==> run_1/detail.png <==
Region (69, 103) to (99, 133) microns. Cells in grey, sequential cells in the stronger grey; small squares are vias.
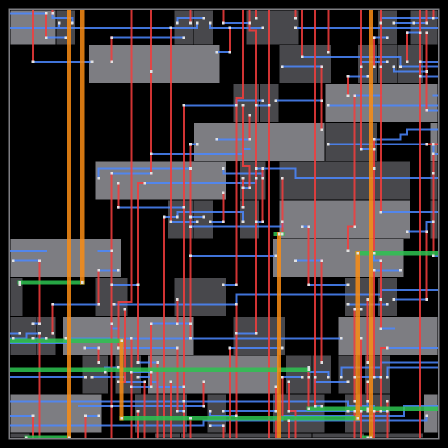
==> run_1/congestion.png <==
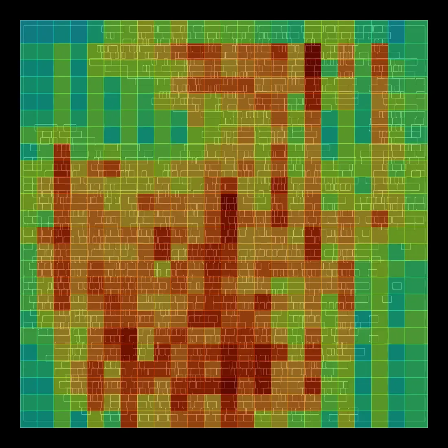
==> run_1/logic_types.png <==
Drawn at 3 px/micron.
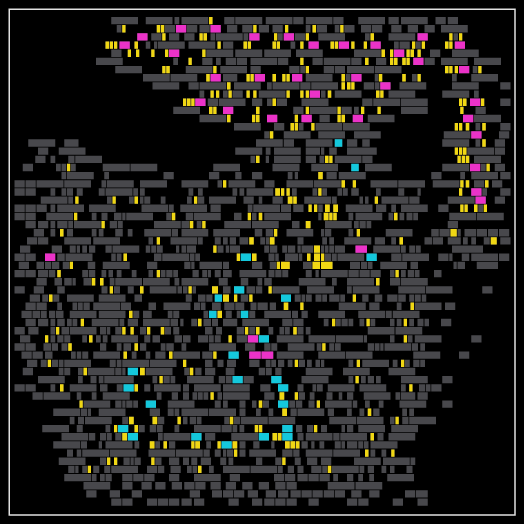
==> run_1/layer_met1.png <==
Drawn at 2 px/micron. Supply wires on this layer in grey.
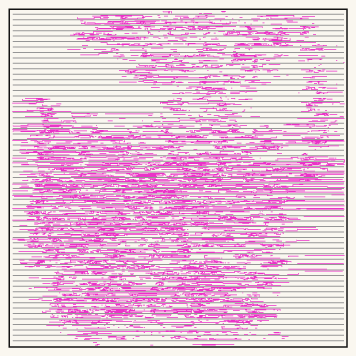
### src/rtl/alu_issue_stage.sv
// MIPS decode/issue stage feeding the EX-stage ALU.
// A two-entry skid buffer keeps in_ready free of any path from out_ready.
module alu_issue_stage #(
  parameter int TAG_W = 32
) (
  input  logic             clk,
  input  logic             reset,
  input  logic             flush,
  input  logic             in_valid,
  output logic             in_ready,
  input  logic [31:0]      in_instr,
  input  logic [31:0]      in_rs_value,
  input  logic [31:0]      in_rt_value,
  input  logic [TAG_W-1:0] in_tag,
  output logic             out_valid,
  input  logic             out_ready,
  output logic [11:0]      alu_control,
  output logic [31:0]      alu_src1,
  output logic [31:0]      alu_src2,
  output logic [4:0]       dest,
  output logic             dest_wen,
  output logic             illegal,
  output logic [TAG_W-1:0] out_tag
);

  localparam logic [11:0] C_ADD  = 12'h001;
  localparam logic [11:0] C_SUB  = 12'h002;
  localparam logic [11:0] C_SLT  = 12'h004;
  localparam logic [11:0] C_SLTU = 12'h008;
  localparam logic [11:0] C_AND  = 12'h010;
  localparam logic [11:0] C_NOR  = 12'h020;
  localparam logic [11:0] C_OR   = 12'h040;
  localparam logic [11:0] C_XOR  = 12'h080;
  localparam logic [11:0] C_SLL  = 12'h100;
  localparam logic [11:0] C_SRL  = 12'h200;
  localparam logic [11:0] C_SRA  = 12'h400;
  localparam logic [11:0] C_LUI  = 12'h800;

  typedef struct packed {
    logic [11:0]      ctrl;
    logic [31:0]      src1;
    logic [31:0]      src2;
    logic [4:0]       dest;
    logic             wen;
    logic             ill;
    logic [TAG_W-1:0] tag;
  } entry_t;

  logic [5:0]  op;
  logic [5:0]  funct;
  logic [4:0]  rt;
  logic [4:0]  rd;
  logic [4:0]  sa;
  logic [15:0] imm;
  logic [31:0] sext;
  logic [31:0] zext;

  assign op    = in_instr[31:26];
  assign rt    = in_instr[20:16];
  assign rd    = in_instr[15:11];
  assign sa    = in_instr[10:6];
  assign funct = in_instr[5:0];
  assign imm   = in_instr[15:0];
  assign sext  = {{16{imm[15]}}, imm};
  assign zext  = {16'h0000, imm};

  entry_t dec;
  logic   legal;

  always_comb begin
    dec      = '0;
    dec.tag  = in_tag;
    legal    = 1'b1;
    dec.src1 = in_rs_value;
    dec.dest = rt;
    unique case (op)
      6'h00: begin
        dec.dest = rd;
        dec.src2 = in_rt_value;
        unique case (funct)
          6'h20, 6'h21: dec.ctrl = C_ADD;
          6'h22, 6'h23: dec.ctrl = C_SUB;
          6'h2A: dec.ctrl = C_SLT;
          6'h2B: dec.ctrl = C_SLTU;
          6'h24: dec.ctrl = C_AND;
          6'h27: dec.ctrl = C_NOR;
          6'h25: dec.ctrl = C_OR;
          6'h26: dec.ctrl = C_XOR;
          6'h00, 6'h02, 6'h03: begin
            dec.src1 = in_rt_value;
            dec.src2 = {27'b0, sa};
            dec.ctrl = (funct[1:0] == 2'b00) ? C_SLL :
                       (funct[1:0] == 2'b10) ? C_SRL : C_SRA;
          end
          6'h04, 6'h06, 6'h07: begin
            dec.src1 = in_rt_value;
            dec.src2 = in_rs_value;
            dec.ctrl = (funct[1:0] == 2'b00) ? C_SLL :
                       (funct[1:0] == 2'b10) ? C_SRL : C_SRA;
          end
          default: legal = 1'b0;
        endcase
      end
      6'h08, 6'h09: begin
        dec.ctrl = C_ADD;
        dec.src2 = sext;
      end
      6'h0A: begin
        dec.ctrl = C_SLT;
        dec.src2 = sext;
      end
      6'h0B: begin
        dec.ctrl = C_SLTU;
        dec.src2 = sext;
      end
      6'h0C: begin
        dec.ctrl = C_AND;
        dec.src2 = zext;
      end
      6'h0D: begin
        dec.ctrl = C_OR;
        dec.src2 = zext;
      end
      6'h0E: begin
        dec.ctrl = C_XOR;
        dec.src2 = zext;
      end
      6'h0F: begin
        dec.ctrl = C_LUI;
        dec.src1 = '0;
        dec.src2 = {imm, 16'h0000};
      end
      default: legal = 1'b0;
    endcase
    if (!legal) begin
      dec.ctrl = '0;
      dec.src1 = '0;
      dec.src2 = '0;
      dec.dest = '0;
    end
    dec.ill = ~legal;
    dec.wen = legal && (dec.dest != 5'd0);
  end

  entry_t main_q;
  entry_t skid_q;
  logic   main_valid;
  logic   skid_valid;
  logic   accept;
  logic   issue;

  assign in_ready = ~skid_valid;
  assign accept   = in_valid && in_ready && !flush;
  assign issue    = main_valid && out_ready;

  // Valid flags: flush wins over every handshake in its cycle.
  always_ff @(posedge clk or posedge reset) begin
    if (reset) begin
      main_valid <= 1'b0;
      skid_valid <= 1'b0;
    end else if (flush) begin
      main_valid <= 1'b0;
      skid_valid <= 1'b0;
    end else if (!main_valid || issue) begin
      main_valid <= skid_valid || accept;
      skid_valid <= 1'b0;
    end else if (accept) begin
      skid_valid <= 1'b1;
    end
  end

  // Payload only moves on load events so a stalled entry stays stable.
  always_ff @(posedge clk or posedge reset) begin
    if (reset) begin
      main_q <= '0;
      skid_q <= '0;
    end else if (!flush) begin
      if (!main_valid || issue) begin
        if (skid_valid) begin
          main_q <= skid_q;
        end else if (accept) begin
          main_q <= dec;
        end
      end else if (accept) begin
        skid_q <= dec;
      end
    end
  end

  assign out_valid   = main_valid;
  assign alu_control = main_q.ctrl;
  assign alu_src1    = main_q.src1;
  assign alu_src2    = main_q.src2;
  assign dest        = main_q.dest;
  assign dest_wen    = main_q.wen;
  assign illegal     = main_q.ill;
  assign out_tag     = main_q.tag;

endmodule

### config.mk
export PLATFORM = sky130hd
export DESIGN_NAME = alu_issue_stage
export DESIGN_NICKNAME = d
export VERILOG_FILES = /design/src/rtl/alu_issue_stage.sv
export SDC_FILE = /design/constraint.sdc
export NUM_CORES = 1
export LEC_CHECK = 0
export CAP_MARGIN = 20
export CORE_UTILIZATION = 40
export DETAILED_ROUTE_END_ITERATION = 10
export PLACE_DENSITY = 0.74
export SYNTH_ARGS = -nofsm -noshare
export SYNTH_HDL_FRONTEND = slang
export SYNTH_SLANG_ARGS = --single-unit
### constraint.sdc
create_clock -name clk -period 21.3 [get_ports clk]
set_clock_uncertainty 0.15 [all_clocks]
set_input_delay 4.26 -clock clk [delete_from_list [all_inputs] [get_ports clk]]
set_output_delay 4.26 -clock clk [all_outputs]
set_load 0.01 [all_outputs]
==> qor.yml, run 1 <==
floorplan:
  fp.dieW_microns: 168
worst_setup_path:
  path_depth: 6
  required_ns: 21.52
  arrival_ns: 7.37
  startpoint_type: "input port"
  crit_path_cell_trace: "clkdlybuf4s50_1 -> nor2b_1 -> or3_1 -> o21ai_0 -> a22oi_1 -> a21oi_1"
  critical_path_class: "input port to flop"
global_routing:
  grt_pass1_wl_mm: 58.1
  grt.met2_usage_pct: 40.3
  met1_usage_pct: 37.3
synth:
  fp_nets: 1363
  top_logic_kind: "AND-OR/OR-AND gates"
  yosysMostFrequentCell: "nand2_1"
  ys_top_cells_by_count: "251 x nand2_1, 232 x dfrtp_1, 166 x o21ai_0, 93 x clkbuf_1, 77 x a21oi_1"
  synthAoiAreaFrac_pct: 20.7
  simple_gate_area_share_pct: 19.2
  yosysWarnings: 0
  ys_types: 49
final_layout:
  final_cell_area_sq_mm: 0.0145
  flops: 232
  largest_reg_flops: 115
  inverters_excl_clock: 7
  top_register: "skid_q"
  comb_cells: 883
  clk_share_pct: 5.26
  syn_to_final_growth_pct: 31.4
power:
  power_frac_comb_pct: 17.8
  internal-power_uw: 828
  finalPower_uw: 1140
  pwr-share-seq_pct: 46.1
  power_frac_clock_pct: 36.1
drt:
  top_layer: "met4"
  drt-vias-per-instance: 5.96
  drtIter0Drc: 1054
  wl_met1_mm: 15.9
  num_vias: 10600
final_timing:
  whs_ns: 0.322
  finalCritPeriodShare_pct: 33.5
  fmaxAchievable_mhz: 140
placement:
  post-dp-hpwl_mm: 24.4
  placed_area_sq_mm: 0.0136
outcome:
  status: "complete, no violations"
clock_network:
  clock-sinks: 232
  postCtsSetupBuffers: 0
-- detail.png (at the start) --
layer	colour
metal 1	blue
metal 4	orange
metal 2	red
metal 3	green
cells with their middle in the window	47
most frequent	nand2_1 (12), dfrtp_1 (11), clkdlybuf4s50_1 (6)
sequential cells in the window	11
netlist names of flops here include	skid_q (6), alu_control (3)

-- congestion.png (at the start) --
post-DR wirelength/cell: 21.4 microns
GR Layer Usage met3: 4.56%
All-Layer GR Usage: 26.4%
final core utilization: 53.7%

-- logic_types.png (at the start) --
family	colour	cells
mux cells	magenta	37
nand cells	yellow	284
non-inverting ao/oa cells	cyan	25
dominant logic cell type in the layout: nand2_1
final cell count without fillers: 1,777
logic share of the area: 33.2%

-- layer_met1.png (at the start) --
wire length on this layer	15,900 microns
main direction	horizontal
nets with wire on the layer	1,410
longest straight run	59.3 microns
share of all routed wire	42%

==> run 1: how the worst min path moves through the flow <==
stage | start | to | slack [ns]
2_1_floorplan | skid_q[41] | skid_q[41] | 0.29
3_3_place_gp | skid_q[41] | skid_q[41] | 0.30
3_5_place_dp | skid_q[6] | skid_q[6] | 0.31
4_1_cts | skid_q[99] | skid_q[99] | 0.33
5_1_grt | skid_q[19] | skid_q[19] | 0.34
6_report | skid_q[6] | skid_q[6] | 0.32
==> run 1: power by group through the flow <==
stage	logic, uW	clock network (uW)	registers, uW
after floorplan	76.9	0	539
after global routing	220	434	533
after detailed placement	200	0	533
after CTS	202	416	526
after global placement	197	0	531
final	203	412	526
==> run_1/wires.png <==
Drawn at 2 px/micron. Two of the layers only.
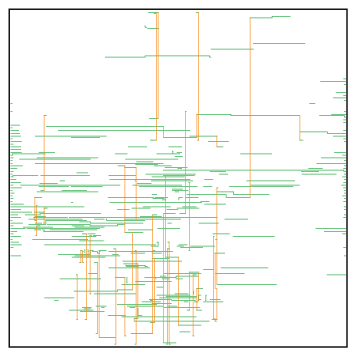

## Run 2: what changed since run 1
Settings changed: PLACE_DENSITY 0.74 to 0.76.
Clock period 21.3 ns to 6.1 ns, I/O delays scaled along.
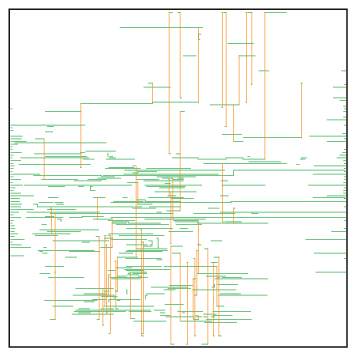
(run_2/wires.png)
Drawn at 2 px/micron. Two of the layers only.
layer	colour	wire length
metal 3	green	3,770 microns
metal 4	orange	1,560 microns

==> qor.yml, run 2 <==
final_layout:
  top_register: "skid_q"
  final_cell_area_sq_mm: 0.0146  # +0.46%
  syn_to_final_growth_pct: 32.0
  largest_reg_flops: 115  # unchanged
  stdcell_count: 1780  # +0.17%
  layout.cells.most_common: "nand2_1"
  postLayoutCoreUtil_pct: 53.9  # +0.25 points
clock_network:
  cts_root_buffer: "clkbuf_16"
  postCtsSetupBuffers: 0  # unchanged
  clock-sinks: 232  # unchanged
final_timing:
  fmaxAchievable_mhz: 244
  finalCritPeriodShare_pct: 67.1
  whs_ns: 0.321  # -0.00122 ns
  rsz0062_at_grt: "false"
  maxSlewHeadroom_pct: 25.5
  maxSlewViolCount: 0
drt:
  num_vias: 10500  # -0.77%
  drt-vias-per-instance: 5.90  # -0.94%
  ant_nets: 0
  drtIter0Drc: 1141  # +8.3%
  wl_per_cell_microns: 21.4  # -0.25%
  wl_met1_mm: 15.4  # -3.5%
  top_layer: "met4"
worst_hold_path:
  min_to: "skid_q[97]"
outcome:
  status: "complete, no violations"
synth:
  fp_nets: 1363  # unchanged
  yosysMostFrequentCell: "nand2_1"
  ys_types: 49  # unchanged
  yosysWarnings: 0  # unchanged
  ys_top_cells_by_count: "251 x nand2_1, 232 x dfrtp_1, 166 x o21ai_0, 93 x clkbuf_1, 77 x a21oi_1"
power:
  ir_drop_mv: 0.194
  pg_comb_uw: 706  # +250%
  p_clk_uw: 1540  # +270%
  power_leader: "sequential cells"
  power_frac_comb_pct: 17.3  # -0.5 points
  finalPower_uw: 4090  # +260%
  pwr-share-seq_pct: 45.0  # -1.1 points
  pg_seq_uw: 1840  # +250%
  internal-power_uw: 2980  # +260%
placement:
  post-dp-hpwl_mm: 24.4  # about the same
worst_setup_path:
  crit_path_cell_trace: "clkdlybuf4s50_1 -> nor2b_1 -> buf_4 -> or3_1 -> nor3_1 -> a32oi_1 -> o21ai_0"
  startpoint_type: "input port"
  r2r_end: "alu_src1[17]"
  critical_path_class: "input port to flop"
global_routing:
  grt.met2_usage_pct: 40.9  # +0.63 points
  grt_use_total_pct: 26.7  # +0.26 points
  use_met3_pct: 5.69  # +1.1 points
run 2: cell counts after synthesis:
Identical to the previous run, type by type.
run 2: critical path, delay by kind of cell:
family	cells	cell delay (ns)
AND/OR/NAND/NOR	3	1.74
AND-OR/OR-AND	2	0.48
buffers and inverters	2	0.93
run 2: kinds of logic after synthesis:
group           share of synthesized area (%)
simple gates                             19.2
compound gates                           20.7
flops                                    52.6
buf+inv                                  4.12
mux                                      3.39
run 2: layout make-up:
cell class / count / area, sq um
tap: 341 / 427
multi-input combinational: 883 / 4810
fill: 2414 / 12500
timing repair buffer: 265 / 2640
inverter: 7 / 30.0
clock buffer: 40 / 805
clock inverter: 7 / 37.5
sequential: 232 / 5810
antenna: 5 / 12.5
Power is estimated from default activity; no workload was simulated.
